<file path="src/rtl/muldiv_unit.sv">
// muldiv_unit - iterative MIPS32 multiply/divide unit producing the HI/LO pair.
//
// One shift-add (multiply) or restoring shift-subtract (divide) step per clock.
// Every operation takes the same fixed latency, whatever the operand values.
// A start accepted at edge E0 gives a one-cycle done pulse in the cycle after
// edge E(BUS_SIZE+1).
//
// Optional feature macro: MULDIV_SIGNED_EN
//   defined   : MULT/DIV (op[0]=1) use signed arithmetic.
//   undefined : op[0] is ignored, so every operation is unsigned.
//
// Ports:
//   clk   in  rising-edge clock
//   rst   in  asynchronous active-high reset
//   start in  operation request, sampled only while busy=0
//   op    in  00 MULTU, 01 MULT, 10 DIVU, 11 DIV (bit 0 = signed)
//   opA   in  multiplicand / dividend
//   opB   in  multiplier / divisor
//   hi    out product upper half / remainder
//   lo    out product lower half / quotient
//   busy  out operation in progress
//   done  out one-cycle pulse, hi/lo hold the new result
module muldiv_unit #(
  parameter int BUS_SIZE = 32
) (
  input  logic                clk,
  input  logic                rst,
  input  logic                start,
  input  logic [1:0]          op,
  input  logic [BUS_SIZE-1:0] opA,
  input  logic [BUS_SIZE-1:0] opB,
  output logic [BUS_SIZE-1:0] hi,
  output logic [BUS_SIZE-1:0] lo,
  output logic                busy,
  output logic                done
);

  localparam int W  = BUS_SIZE;
  localparam int CW = $clog2(BUS_SIZE);

  typedef enum logic [1:0] {
    IDLE = 2'd0,
    CALC = 2'd1,
    FIX  = 2'd2
  } state_t;

  // Conditional two's-complement negation, single and double width.
  function automatic logic [W-1:0] cneg_w(input logic [W-1:0] x, input logic neg);
    return neg ? -x : x;
  endfunction

  function automatic logic [2*W-1:0] cneg_2w(input logic [2*W-1:0] x, input logic neg);
    return neg ? -x : x;
  endfunction

  state_t          state_q;
  logic [CW-1:0]   count_q;
  logic [2*W-1:0]  acc_q;     // mul: {partial product, multiplier}; div: {remainder, quotient}
  logic [W-1:0]    oper_q;    // multiplicand (mul) or divisor (div)
  logic            is_div_q;
  logic            dz_q;
  logic [W-1:0]    hi_q;
  logic [W-1:0]    lo_q;
  logic            busy_q;
  logic            done_q;
`ifdef MULDIV_SIGNED_EN
  logic            neg_q;     // product / quotient must be negated
  logic            rneg_q;    // remainder must be negated
  logic            prod_neg;
  logic            rem_neg;
`else
  logic            op_sign_unused;
  assign op_sign_unused = op[0];
`endif

  logic [W-1:0]    opa_mag;
  logic [W-1:0]    opb_mag;
  logic [W:0]      mul_sum;
  logic [W:0]      rem_sh;
  logic [W:0]      rem_diff;
  logic [2*W-1:0]  acc_d;
  logic [2*W-1:0]  prod_fix;
  logic [W-1:0]    rem_fix;
  logic [W-1:0]    quo_fix;
  logic [W-1:0]    hi_d;
  logic [W-1:0]    lo_d;

  // Operand magnitudes and result signs captured when a start is accepted.
  always_comb begin
`ifdef MULDIV_SIGNED_EN
    opa_mag  = cneg_w(opA, op[0] & opA[W-1]);
    opb_mag  = cneg_w(opB, op[0] & opB[W-1]);
    prod_neg = op[0] & (opA[W-1] ^ opB[W-1]);
    rem_neg  = op[0] & opA[W-1];
`else
    opa_mag  = opA;
    opb_mag  = opB;
`endif
  end

  // One iteration: multiply adds the multiplicand into the upper half and shifts
  // right; divide shifts the remainder left and keeps the difference only if it
  // did not borrow.
  always_comb begin
    mul_sum  = {1'b0, acc_q[2*W-1:W]} + (acc_q[0] ? {1'b0, oper_q} : {(W+1){1'b0}});
    rem_sh   = acc_q[2*W-1:W-1];
    rem_diff = rem_sh - {1'b0, oper_q};
    if (is_div_q) begin
      if (!rem_diff[W]) begin
        acc_d = {rem_diff[W-1:0], acc_q[W-2:0], 1'b1};
      end else begin
        acc_d = {rem_sh[W-1:0], acc_q[W-2:0], 1'b0};
      end
    end else begin
      acc_d = {mul_sum, acc_q[W-1:1]};
    end
  end

  // Final sign correction and result selection. With a zero divisor the
  // remainder path has shifted the whole dividend magnitude in, so re-applying
  // the dividend sign reproduces the raw opA for hi.
  always_comb begin
`ifdef MULDIV_SIGNED_EN
    prod_fix = cneg_2w(acc_q, neg_q);
    quo_fix  = cneg_w(acc_q[W-1:0], neg_q);
    rem_fix  = cneg_w(acc_q[2*W-1:W], rneg_q);
`else
    prod_fix = acc_q;
    quo_fix  = acc_q[W-1:0];
    rem_fix  = acc_q[2*W-1:W];
`endif
    if (is_div_q) begin
      hi_d = rem_fix;
      lo_d = dz_q ? {W{1'b1}} : quo_fix;
    end else begin
      hi_d = prod_fix[2*W-1:W];
      lo_d = prod_fix[W-1:0];
    end
  end

  // Control FSM with registered busy/done and result registers.
  always_ff @(posedge clk or posedge rst) begin
    if (rst) begin
      state_q  <= IDLE;
      count_q  <= {CW{1'b0}};
      acc_q    <= {(2*W){1'b0}};
      oper_q   <= {W{1'b0}};
      is_div_q <= 1'b0;
      dz_q     <= 1'b0;
      hi_q     <= {W{1'b0}};
      lo_q     <= {W{1'b0}};
      busy_q   <= 1'b0;
      done_q   <= 1'b0;
`ifdef MULDIV_SIGNED_EN
      neg_q    <= 1'b0;
      rneg_q   <= 1'b0;
`endif
    end else begin
      case (state_q)
        IDLE: begin
          done_q <= 1'b0;
          if (start) begin
            is_div_q <= op[1];
            dz_q     <= (opB == {W{1'b0}});
            oper_q   <= op[1] ? opb_mag : opa_mag;
            acc_q    <= {{W{1'b0}}, (op[1] ? opa_mag : opb_mag)};
            count_q  <= CW'(W - 1);
            busy_q   <= 1'b1;
            state_q  <= CALC;
`ifdef MULDIV_SIGNED_EN
            neg_q    <= prod_neg;
            rneg_q   <= rem_neg;
`endif
          end else begin
            busy_q   <= 1'b0;
          end
        end
        CALC: begin
          acc_q   <= acc_d;
          count_q <= count_q - CW'(1);
          if (count_q == {CW{1'b0}}) begin
            state_q <= FIX;
          end
        end
        FIX: begin
          hi_q    <= hi_d;
          lo_q    <= lo_d;
          busy_q  <= 1'b0;
          done_q  <= 1'b1;
          state_q <= IDLE;
        end
        default: begin
          busy_q  <= 1'b0;
          done_q  <= 1'b0;
          state_q <= IDLE;
        end
      endcase
    end
  end

  assign hi   = hi_q;
  assign lo   = lo_q;
  assign busy = busy_q;
  assign done = done_q;

endmodule

</file>
<file path="config.mk">
export PLATFORM = sky130hd
export DESIGN_NAME = muldiv_unit
export DESIGN_NICKNAME = d
export VERILOG_FILES = /design/src/rtl/muldiv_unit.sv
export SDC_FILE = /design/constraint.sdc
export NUM_CORES = 1
export LEC_CHECK = 0
export CELL_PAD_IN_SITES_DETAIL_PLACEMENT = 0
export CELL_PAD_IN_SITES_GLOBAL_PLACEMENT = 1
export CORE_MARGIN = 2
export CORE_UTILIZATION = 47
export DETAILED_ROUTE_END_ITERATION = 16
export GPL_ROUTABILITY_DRIVEN = 1
export PLACE_DENSITY_LB_ADDON = 0.1
export SYNTH_ARGS = -nofsm -noshare
export SYNTH_HDL_FRONTEND = slang
export SYNTH_SLANG_ARGS = --single-unit
</file>
<file path="constraint.sdc">
create_clock -name clk -period 14.5 [get_ports clk]
set_input_delay 4.35 -clock clk [delete_from_list [all_inputs] [get_ports clk]]
set_output_delay 4.35 -clock clk [all_outputs]
set_load 0.02 [all_outputs]
</file>
==> impl_metrics.yaml <==
# flow metrics
synth:
  yosysTopAreaCell: "dfrtp_1"
  ff_type: "dfrtp_1"
  ys_cells: 1197
  yosys.area.top_type_share: 0.379
  area_leaders: "dfrtp_1 (38%), mux2i_1 (9.1%), ha_1 (7.3%)"
run:
  warning_count: 28
outcome:
  outcome: "completed"
cts:
  ctsHoldBuffers: 0
  clockBufferDepth: 2
  clockRootBuffer: "clkbuf_16"
  tritoncts: "done"
pwr:
  p_sw_frac: 0.473
  seq_power_share: 0.254
  clkPwrFrac: 0.135
  p_comb_frac: 0.610
  p_per_area_nw_per_um2: 257
final_timing:
  drv_slew: 0
  fin_crit_ps: 6420
  clock_skew_ps: 19.9
  fin_tns_setup_ps: 0
  fmax_mhz: 156
  period_used_share: 0.442
critical_path:
  start_kind: "input port"
  crit_top_cell: "nand2_1"
  slowest_stage: "buf_4"
global_route:
  grt_pass1_wl_mm: 49.5
  antenna_found_initial: 0
finish:
  combGateArea_sq_um: 6580
  seq_area_sq_um: 4280
  syn_to_final_growth_pct: 19.3
placement:
  port_buffers: 133
  gp_congestion: 0.894
min_path:
  hp-class: "reg -> reg"
die:
  io_pins: 135
detailed_routing:
  ant_nets: 0
==> cell families (layout without fill, tap and decap cells) <==
kind of cell,Yosys count,in the layout,synth area share
compound gates,358,358,0.215
simple gates,295,295,0.123
flops,171,171,0.379
mux,137,137,0.125
buf+inv,116,228,0.0409
fa+ha+maj,68,68,0.0766
xor+xnor,52,52,0.0403
==> registers in the layout, summed over array words and instances, names as in the netlist <==
signal and flops:
acc_q 64, busy 1, count_q 5, done 1
dz_q 1, hi 32, is_div_q 1, lo 32
oper_q 32, state_q 2
==> layer usage <==
| layer | vias to the layer above | GRT usage | wire, um |
|---|---|---|---|
| li1 | 4604 | - | - |
| met1 | 4527 | 0.347 | 14700 |
| met2 | 248 | 0.367 | 13000 |
| met3 | 35 | 0.0503 | 1680 |
| met4 | 0 | 0.0678 | 529 |
| met5 | - | 0 | 0 |
==> through the flow <==
stage	std cells	hold WS (ps)	area, sq um	utilization
6_report	1628	481	13500	0.572
5_1_grt	1628	512	13500	0.572
4_1_cts	1628	485	13500	0.572
3_5_place_dp	1596	468	12900	0.547
2_1_floorplan	1197	449	11300	-
3_3_place_gp	1596	461	12900	0.547
==> cells in the mapped netlist (all sizes together), types with 3 or more instances <==
cell type	n
nand2b	12
and2	36
xor2	25
o21bai	3
a31o	3
nor3	11
nor4	10
a21oi	82
ha	66
o22a	32
mux2i	103
xnor2	27
buf	20
a311oi	5
nor2	56
nand3	13
o31ai	3
nor2b	10
o31a	6
a21o	34
nand4	6
o21a	6
a211oi	9
o21ai	85
nand2	119
mux2	34
clkbuf	44
dfrtp	171
inv	52
or2	5
o311ai	4
a22oi	16
and3	9
a31oi	6
o221ai	41
==> layout by cell type (no fill, tap or decap), types with 25 or more instances in the layout <==
cell	netlist	final
dfrtp_1	171	170
clkdlybuf4s50_1	0	132
nand2_1	119	118
mux2i_1	103	103
o21ai_0	83	83
a21oi_1	81	81
ha_1	66	66
nor2_1	56	54
inv_1	52	51
o221ai_1	41	41
and2_1	35	35
mux2_2	34	34
a21o_1	34	34
o22a_1	32	32
xnor2_1	27	27
xor2_1	25	25
==> tightest hold or removal path, cell delays in order (launching register included) <==
cell and delay, ps:
dfrtp_1 340, nand2_1 50, o31ai_1 50
==> cell type report <==
type / instances / area share
Clock inverter: 14 / 0.0126
Inverter: 52 / 0.0149
Tap cell: 319 / 0.0296
Clock buffer: 18 / 0.0326
Multi-Input combinational cell: 910 / 0.488
Timing Repair Buffer: 144 / 0.105
Sequential cell: 171 / 0.318
==> path summary, 6_finish.rpt <==
check	startpoint	end	slack [ps]	cells past startpoint
setup / recovery	start	acc_q[63]	8080	10
min in group asynchronous	rst	lo[5]	4420	2
setup reg to reg	acc_q[0]	acc_q[61]	9760	14
max in group asynchronous	rst	acc_q[57]	8550	3
hold reg to reg	dz_q	dz_q	480	2
hold / removal	dz_q	dz_q	480	2
==> power by group through the flow <==
stage | Clock (mW) | Sequential, mW | Combinational, mW
2_1_floorplan | 0 | 0.833 | 1.64
3_3_place_gp | 0 | 0.886 | 2.08
3_5_place_dp | 0 | 0.888 | 2.10
4_1_cts | 0.481 | 0.881 | 2.11
5_1_grt | 0.500 | 0.913 | 2.38
6_report | 0.469 | 0.882 | 2.12
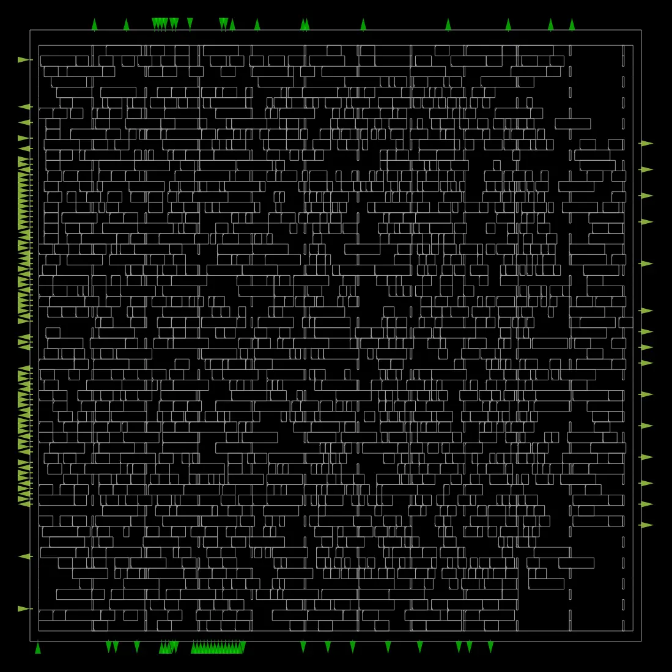
(images/placement.png)
fraction of area in registers: 0.318
Fill cells: 2,194
final cell count without fillers: 1,628
post-layout util: 0.572
core box area: 23,500 sq um

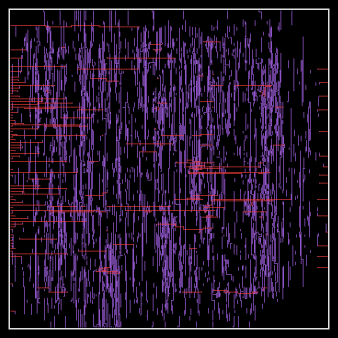
(images/wires.png)
Drawn at 2 px/um. Only two layers are drawn.
Key: metal 2 = purple [wire length 13,000 um]; metal 3 = red [wire length 1,680 um]
Global Route Usage Sum: 0.241
Avg WL per Cell: 18.3 um
final WL: 29.9 mm
vias after detailed routing: 9,414

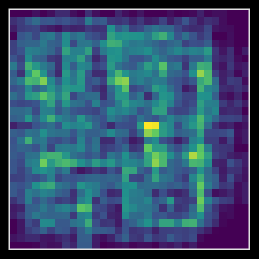
(images/metal_density.png)
Drawn at 1.5 px/um. 32 x 32 tiles, from dark purple (low) to yellow (high), scaled to the fullest tile. Values are wire area over tile area, all layers added.
13% of the tiles are over half the peak. The fullest tile reaches 0.64. The mean over all tiles is 0.19.

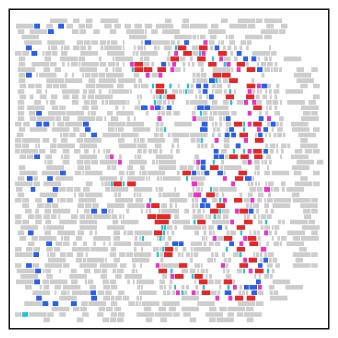
(images/logic_types.png)
Drawn at 2 px/um.
Key: fa/ha/maj cells = red [cells 68]; non-inverting ao/oa cells = blue [cells 88, where all over the die]; inv cells = cyan [cells 52]; and/or cells = magenta [cells 55]

No activity file was given, so power comes from the tool's default toggle rates.
